`config.mk`:
```
export PLATFORM = sky130hd
export DESIGN_NAME = apb4_master_bridge
export DESIGN_NICKNAME = d
export VERILOG_FILES = /design/src/rtl/apb4_master_bridge.sv
export SDC_FILE = /design/constraint.sdc
export NUM_CORES = 1
export LEC_CHECK = 0
export CELL_PAD_IN_SITES_DETAIL_PLACEMENT = 2
export CELL_PAD_IN_SITES_GLOBAL_PLACEMENT = 2
export CORE_ASPECT_RATIO = 1.2
export CORE_MARGIN = 3
export CORE_UTILIZATION = 19
export CTS_CLUSTER_SIZE = 14
export DETAILED_ROUTE_END_ITERATION = 8
export HOLD_SLACK_MARGIN = 0.12
export MAX_ROUTING_LAYER = met4
export PLACE_DENSITY = 0.85
export SLEW_MARGIN = 10
export SYNTH_ARGS = -nofsm -noshare
export SYNTH_HDL_FRONTEND = slang
export SYNTH_SLANG_ARGS = --single-unit
```
`constraint.sdc`:
```
create_clock -name pclk -period 1.6 [get_ports pclk]
set_input_delay 0.32 -clock pclk [delete_from_list [all_inputs] [get_ports pclk]]
set_output_delay 0.32 -clock pclk [all_outputs]
set_load 0.02 [all_outputs]
```
`src/rtl/apb4_master_bridge.sv`:
```
`default_nettype none
// ============================================================================
//  Module      : apb4_master_bridge
//  Description : APB4 requester that turns a valid/ready command into APB setup/access
//                transfers, with one-hot slave decode and a valid/ready response.
//                Optional ACCESS-phase timeout is built when APB_TIMEOUT_EN is defined.
//  Revision    : 1.0 - initial release
// ============================================================================
module apb4_master_bridge #(
    parameter int ADDR_W         = 32,
    parameter int DATA_W         = 32,
    parameter int NUM_SLAVES     = 4,
    parameter int SEL_LSB        = 28,
    parameter int TIMEOUT_CYCLES = 256
) (
    input  logic                  pclk,
    input  logic                  preset,
    input  logic                  cmd_valid,
    output logic                  cmd_ready,
    input  logic                  cmd_write,
    input  logic [ADDR_W-1:0]     cmd_addr,
    input  logic [DATA_W-1:0]     cmd_wdata,
    input  logic [DATA_W/8-1:0]   cmd_strb,
    input  logic [2:0]            cmd_prot,
    output logic                  rsp_valid,
    input  logic                  rsp_ready,
    output logic [DATA_W-1:0]     rsp_rdata,
    output logic                  rsp_err,
    output logic                  rsp_timeout,
    output logic [ADDR_W-1:0]     paddr,
    output logic [NUM_SLAVES-1:0] pselx,
    output logic                  penable,
    output logic                  pwrite,
    output logic [DATA_W-1:0]     pwdata,
    output logic [DATA_W/8-1:0]   pstrb,
    output logic [2:0]            pprot,
    input  logic                  pready,
    input  logic [DATA_W-1:0]     prdata,
    input  logic                  pslverr
);

    localparam int STRB_W = DATA_W / 8;
    localparam int SEL_W  = (NUM_SLAVES <= 1) ? 1 : $clog2(NUM_SLAVES);

    if (!(DATA_W == 8 || DATA_W == 16 || DATA_W == 32) || NUM_SLAVES < 1 ||
        NUM_SLAVES > 16 || TIMEOUT_CYCLES < 1) begin : g_cfg_check
        $error("apb4_master_bridge: illegal parameter set");
    end

    typedef enum logic [1:0] {
        IDLE   = 2'd0,
        SETUP  = 2'd1,
        ACCESS = 2'd2,
        RESP   = 2'd3
    } state_t;

    state_t              state_q, state_d;
    logic [ADDR_W-1:0]   paddr_q, paddr_d;
    logic                pwrite_q, pwrite_d;
    logic [DATA_W-1:0]   pwdata_q, pwdata_d;
    logic [STRB_W-1:0]   pstrb_q, pstrb_d;
    logic [2:0]          pprot_q, pprot_d;
    logic [SEL_W-1:0]    idx_q, idx_d;
    logic [DATA_W-1:0]   rsp_rdata_q, rsp_rdata_d;
    logic                rsp_err_q, rsp_err_d;
    logic                rsp_timeout_q, rsp_timeout_d;

    logic [SEL_W-1:0]    w_idx;
    logic                w_hit;
    logic                w_fire;

`ifdef APB_TIMEOUT_EN
    localparam int TCNT_W = $clog2(TIMEOUT_CYCLES + 1);
    logic [TCNT_W-1:0]   tcnt_q, tcnt_d;
`endif

    assign w_idx  = cmd_addr[SEL_LSB +: SEL_W];
    assign w_hit  = int'(w_idx) < NUM_SLAVES;
    assign w_fire = cmd_valid && cmd_ready;

    always_comb begin
        state_d       = state_q;
        paddr_d       = paddr_q;
        pwrite_d      = pwrite_q;
        pwdata_d      = pwdata_q;
        pstrb_d       = pstrb_q;
        pprot_d       = pprot_q;
        idx_d         = idx_q;
        rsp_rdata_d   = rsp_rdata_q;
        rsp_err_d     = rsp_err_q;
        rsp_timeout_d = rsp_timeout_q;
`ifdef APB_TIMEOUT_EN
        tcnt_d        = tcnt_q;
`endif
        case (state_q)
            IDLE: begin
                if (w_fire) begin
                    paddr_d       = cmd_addr;
                    pwrite_d      = cmd_write;
                    pwdata_d      = cmd_wdata;
                    pprot_d       = cmd_prot;
                    idx_d         = w_idx;
                    rsp_timeout_d = 1'b0;
                    if (w_hit) begin
                        pstrb_d = cmd_write ? cmd_strb : '0;
                        state_d = SETUP;
`ifdef APB_TIMEOUT_EN
                        tcnt_d  = '0;
`endif
                    end else begin
                        // Decode miss: answer straight away, never touch the bus
                        pstrb_d     = '0;
                        rsp_err_d   = 1'b1;
                        rsp_rdata_d = '0;
                        state_d     = RESP;
                    end
                end
            end
            SETUP: state_d = ACCESS;
            ACCESS: begin
                if (pready) begin
                    rsp_rdata_d   = pwrite_q ? '0 : prdata;
                    rsp_err_d     = pslverr;
                    rsp_timeout_d = 1'b0;
                    pstrb_d       = '0;
                    state_d       = RESP;
`ifdef APB_TIMEOUT_EN
                end else if (tcnt_q == TCNT_W'(TIMEOUT_CYCLES - 1)) begin
                    rsp_rdata_d   = '0;
                    rsp_err_d     = 1'b1;
                    rsp_timeout_d = 1'b1;
                    pstrb_d       = '0;
                    state_d       = RESP;
                end else begin
                    tcnt_d = tcnt_q + 1'b1;
`endif
                end
            end
            RESP: if (rsp_ready) state_d = IDLE;
            default: state_d = IDLE;
        endcase
    end

    always_ff @(posedge pclk) begin
        if (preset) begin
            state_q       <= IDLE;
            paddr_q       <= '0;
            pwrite_q      <= 1'b0;
            pwdata_q      <= '0;
            pstrb_q       <= '0;
            pprot_q       <= '0;
            idx_q         <= '0;
            rsp_rdata_q   <= '0;
            rsp_err_q     <= 1'b0;
            rsp_timeout_q <= 1'b0;
`ifdef APB_TIMEOUT_EN
            tcnt_q        <= '0;
`endif
        end else begin
            state_q       <= state_d;
            paddr_q       <= paddr_d;
            pwrite_q      <= pwrite_d;
            pwdata_q      <= pwdata_d;
            pstrb_q       <= pstrb_d;
            pprot_q       <= pprot_d;
            idx_q         <= idx_d;
            rsp_rdata_q   <= rsp_rdata_d;
            rsp_err_q     <= rsp_err_d;
            rsp_timeout_q <= rsp_timeout_d;
`ifdef APB_TIMEOUT_EN
            tcnt_q        <= tcnt_d;
`endif
        end
    end

    always_comb begin
        pselx = '0;
        for (int i = 0; i < NUM_SLAVES; i++) begin
            pselx[i] = ((state_q == SETUP) || (state_q == ACCESS)) && (int'(idx_q) == i);
        end
    end

    assign cmd_ready   = (state_q == IDLE) && !preset;
    assign penable     = (state_q == ACCESS);
    assign rsp_valid   = (state_q == RESP);
    assign rsp_rdata   = rsp_rdata_q;
    assign rsp_err     = rsp_err_q;
    assign rsp_timeout = rsp_timeout_q;
    assign paddr       = paddr_q;
    assign pwrite      = pwrite_q;
    assign pwdata      = pwdata_q;
    assign pstrb       = pstrb_q;
    assign pprot       = pprot_q;

endmodule
`default_nettype wire

```
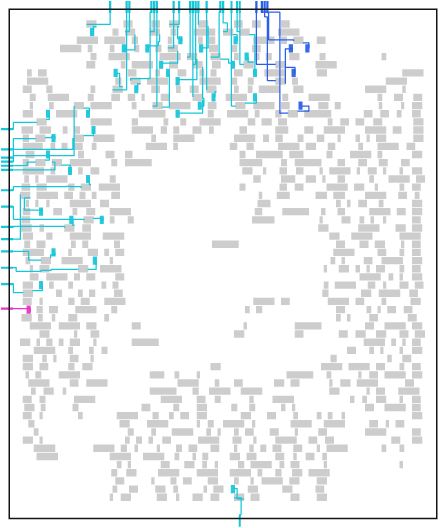
Figure 1: port wiring.
(3 px per µm)
legend:
  magenta:
    port: rsp_timeout
    bits: 1
    direction: output
    edge: west
    end_cells: 1
    buffers: 0
    wire: 7.40 µm
  cyan:
    port: cmd_wdata
    bits: 32
    direction: input
    edge: 18 north, 13 west, 1 south
    end_cells: 32
    buffers: 32
    wire: 797 µm
  blue:
    port: cmd_strb
    bits: 4
    direction: input
    edge: north
    end_cells: 4
    buffers: 4
    wire: 144 µm
I/O pins: 223
number of I/O port buffers: 221

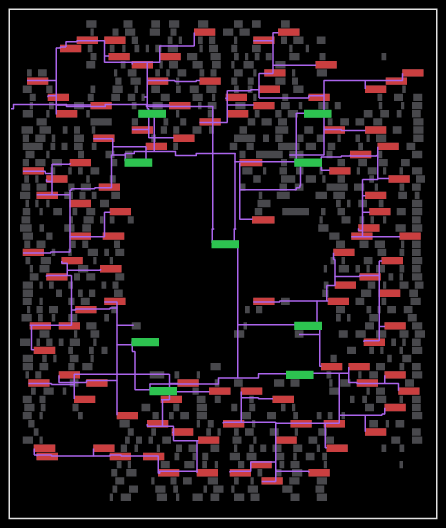
Figure 2: clock wires, drivers and flops.
(3 px per µm)
legend:
  green:
    item: clock drivers
    count: 9
  red:
    item: flip-flops
    count: 107
  purple:
    item: clock wires
    length: 1740 µm
routed clock nets: 10
Latency at later pin: 0.35 ns
proportion of power drawn by the clock network: 24.7%
power in the clock group: 0.00224 W
final setup skew: 0.0106 ns

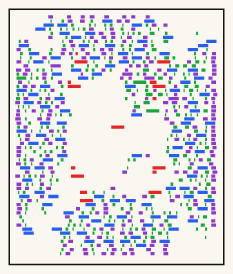
Figure 3: placed cells, one color a class.
(1.5 px per µm)
legend:
  red:
    class: clock drivers and dummy loads
    cells: 16
    share_of_their_area: 4.4%
  green:
    class: combinational and other logic
    cells: 343
    share_of_their_area: 29%
  blue:
    class: sequential cells
    cells: 107
    share_of_their_area: 32%
  purple:
    class: remaining buffers and delay cells
    cells: 242
    share_of_their_area: 34%
post-layout instance area: 6980 µm²
fraction of area in registers: 30.7%
Core Footprint: 21800 µm²

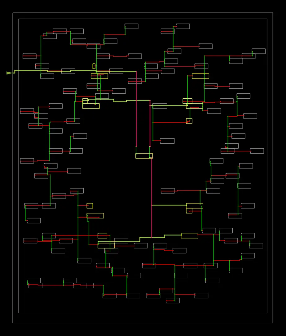
Figure 4: clock wiring as the flow saved it.
number of flip-flops and latches: 107
number of clock-tree buffers in the layout: 12
TritonCTS Buffers: 9
clk sink count: 107

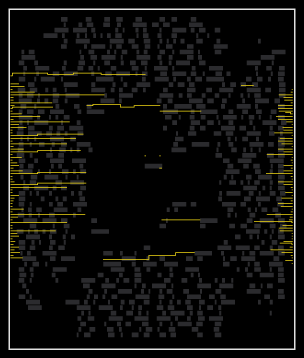
Figure 5: metal 3.
(2 px per µm) Cells faint in the background.
main direction: horizontal
longest straight run: 46.7 µm
nets with wire on the layer: 133
wire length on this layer: 1060 µm
share of all routed wire: 6.7%
routed vias: 4253
met3 demand-to-capacity share in global routing: 4.43%
drt total wl: 15.7 mm

==> flow_summary.html <==
<h3>Run summary</h3>
<table>
<tr><th>Metric</th><th>Value</th></tr>
<tr><th colspan="2">Logic synthesis</th></tr>
<tr><td>MUX area fraction</td><td>approximately 1.4%</td></tr>
<tr><td>Number of enable flip-flop cells</td><td>0</td></tr>
<tr><td>Total nets after synthesis</td><td>slightly above 600</td></tr>
<tr><td>Number of warning messages in the yosys log</td><td>0</td></tr>
<tr><td>Unique masters post-synth</td><td>25</td></tr>
<tr><td>Adder and majority cell fraction of the synthesized area</td><td>approximately 1.2%</td></tr>
<tr><td>Post-synthesis average cell area</td><td>between 8 and 9 µm²</td></tr>
<tr><td>Cell count listed in synth_stat.txt</td><td>between 400 and 500</td></tr>
<tr><td>Sequential-to-total area share from yosys stat</td><td>roughly half</td></tr>
<tr><td>Leading cell types by total area after synthesis</td><td>sky130_fd_sc_hd__dfxtp_1 (51%), sky130_fd_sc_hd__nand2b_1 (11%), sky130_fd_sc_hd__nand2_1 (9.5%), sky130_fd_sc_hd__o21ai_0 (7.4%), sky130_fd_sc_hd__nand4b_1 (6.6%)</td></tr>
<tr><td>Main synth FF type</td><td>sky130_fd_sc_hd__dfxtp_1</td></tr>
<tr><td>Synth logic family</td><td>simple AND/OR/NAND/NOR gates</td></tr>
<tr><td>Dominant cell area share</td><td>between 50% and 60%</td></tr>
<tr><td>Simple-Gate Fraction of Synth Area</td><td>between 20% and 30%</td></tr>
<tr><td>Number of storage elements in the synthesis netlist</td><td>107</td></tr>
<tr><th colspan="2">Status</th></tr>
<tr><td>Status</td><td>finished, violations left</td></tr>
<tr><td>Violations in the final reports</td><td>negative setup slack</td></tr>
<tr><th colspan="2">Worst setup path</th></tr>
<tr><td>Critical-path cell with the highest stage delay</td><td>sky130_fd_sc_hd__dfxtp_2</td></tr>
<tr><td>Endpoint class of the critical path</td><td>primary output</td></tr>
<tr><td>Largest delay contributor family on the critical path</td><td>flip-flops</td></tr>
<tr><td>R2r worst-path depth</td><td>7</td></tr>
<tr><td>Class of the most critical setup path</td><td>reg -&gt; out</td></tr>
<tr><td>Ordered list of cells on the worst path</td><td>inv_2, ha_4, nor3b_4, buf_6</td></tr>
<tr><td>Critical path endpoint</td><td>pselx[0]</td></tr>
<tr><td>Capturing point of the worst reg2reg path</td><td>state_q[0]</td></tr>
<tr><td>Worst path buffer plus inverter count</td><td>2</td></tr>
<tr><td>Origin of the critical flop-to-flop path</td><td>state_q[0]</td></tr>
<tr><td>Worst EP required</td><td>between 1 and 1.5 ns</td></tr>
<tr><th colspan="2">CTS</th></tr>
<tr><td>Clock root cell</td><td>sky130_fd_sc_hd__clkbuf_16</td></tr>
<tr><td>Post-CTS sizing</td><td>between 100 and 150</td></tr>
<tr><td>Number of levels in the clock H-tree</td><td>3</td></tr>
<tr><td>CTS clock-pin slew for the worst setup and hold paths</td><td>around 0.070 ns</td></tr>
<tr><td>Post-cts hold-fix buffer tally</td><td>0</td></tr>
<tr><th colspan="2">Min path</th></tr>
<tr><td>Min-delay worst type</td><td>in -&gt; reg</td></tr>
<tr><td>Hold Crit Depth</td><td>4</td></tr>
<tr><th colspan="2">Cells and area</th></tr>
<tr><td>Final net count</td><td>just over 800</td></tr>
<tr><td>Share of final layout cell area taken by clock buffers and inverters</td><td>between 4 and 5%</td></tr>
<tr><td>Combinational share of cell area</td><td>between 20% and 30%</td></tr>
<tr><td>Total number of multi-input combinational cells</td><td>roughly 340</td></tr>
<tr><td>Leading cell category by total area</td><td>buffers</td></tr>
<tr><td>Non-clock inverter total of the final layout</td><td>4</td></tr>
<tr><td>Most frequent cells in the layout</td><td>sky130_fd_sc_hd__clkdlybuf4s50_1 (108), sky130_fd_sc_hd__nand2_1 (107), sky130_fd_sc_hd__dlygate4sd2_1 (105), sky130_fd_sc_hd__dfxtp_1 (105), sky130_fd_sc_hd__nand2b_1 (77)</td></tr>
<tr><td>Register Area</td><td>around 2100 µm²</td></tr>
<tr><td>Dominant logic cell type in the layout</td><td>sky130_fd_sc_hd__clkdlybuf4s50_1</td></tr>
<tr><th colspan="2">GRT</th></tr>
<tr><td>Layer with the highest usage after global routing</td><td>met2</td></tr>
<tr><td>Grt met2 use</td><td>22.4%</td></tr>
<tr><td>Initial antenna violation count</td><td>1</td></tr>
<tr><td>Global router's overall resource usage</td><td>about an eighth</td></tr>
<tr><td>Pin count of the biggest net entering global routing</td><td>around 60</td></tr>
<tr><th colspan="2">Placement</th></tr>
<tr><td>Final GP Congestion</td><td>slightly above 0.7</td></tr>
<tr><td>Detailed placer's ending HPWL</td><td>approximately 12 mm</td></tr>
<tr><td>Setup Slack @ Placement</td><td>-0.377 ns</td></tr>
<tr><td>Post-Place Cell Area</td><td>6770 µm²</td></tr>
<tr><td>Number of cells after detailed placement</td><td>966</td></tr>
<tr><th colspan="2">Timing</th></tr>
<tr><td>Final worst path period need</td><td>about 1.7 ns</td></tr>
<tr><td>Endpoints failing setup</td><td>4</td></tr>
<tr><td>Max-slew violation total from the final report</td><td>0</td></tr>
<tr><td>Final Cycle Share</td><td>105%</td></tr>
<tr><td>Minimum setup slack in the final design</td><td>-0.0826 ns</td></tr>
<tr><th colspan="2">Power and ir drop</th></tr>
<tr><td>Total power consumption of the routed design</td><td>between 0.009 and 0.01 W</td></tr>
<tr><td>Proportion of power drawn by flip-flops and latches</td><td>a little under two fifths</td></tr>
<tr><td>Max rail drop VDD</td><td>0.476 mV</td></tr>
<tr><td>Ratio of total power to cell area</td><td>1300 nW/µm²</td></tr>
<tr><td>Leakage power summed over all cells</td><td>a little under 3 nW</td></tr>
<tr><th colspan="2">Floorplanning</th></tr>
<tr><td>Core Density at Floorplan</td><td>19.4%</td></tr>
<tr><td>Core Rows</td><td>59</td></tr>
<tr><td>Overall chip area</td><td>about 24000 µm²</td></tr>
<tr><td>Tapcells</td><td>roughly 270</td></tr>
<tr><td>Die height</td><td>169 µm</td></tr>
<tr><th colspan="2">Flow run</th></tr>
<tr><td>Number of warnings in the stage logs</td><td>31</td></tr>
<tr><th colspan="2">Routing</th></tr>
<tr><td>Met1 Wirelength</td><td>~6.7 mm</td></tr>
<tr><td>Length of the first detailed-routing pass in iterations</td><td>4</td></tr>
<tr><td>Initial DRC count</td><td>107</td></tr>
<tr><td>DRC violation count after routing</td><td>0</td></tr>
</table>
Power is estimated from default activity; no workload was simulated.
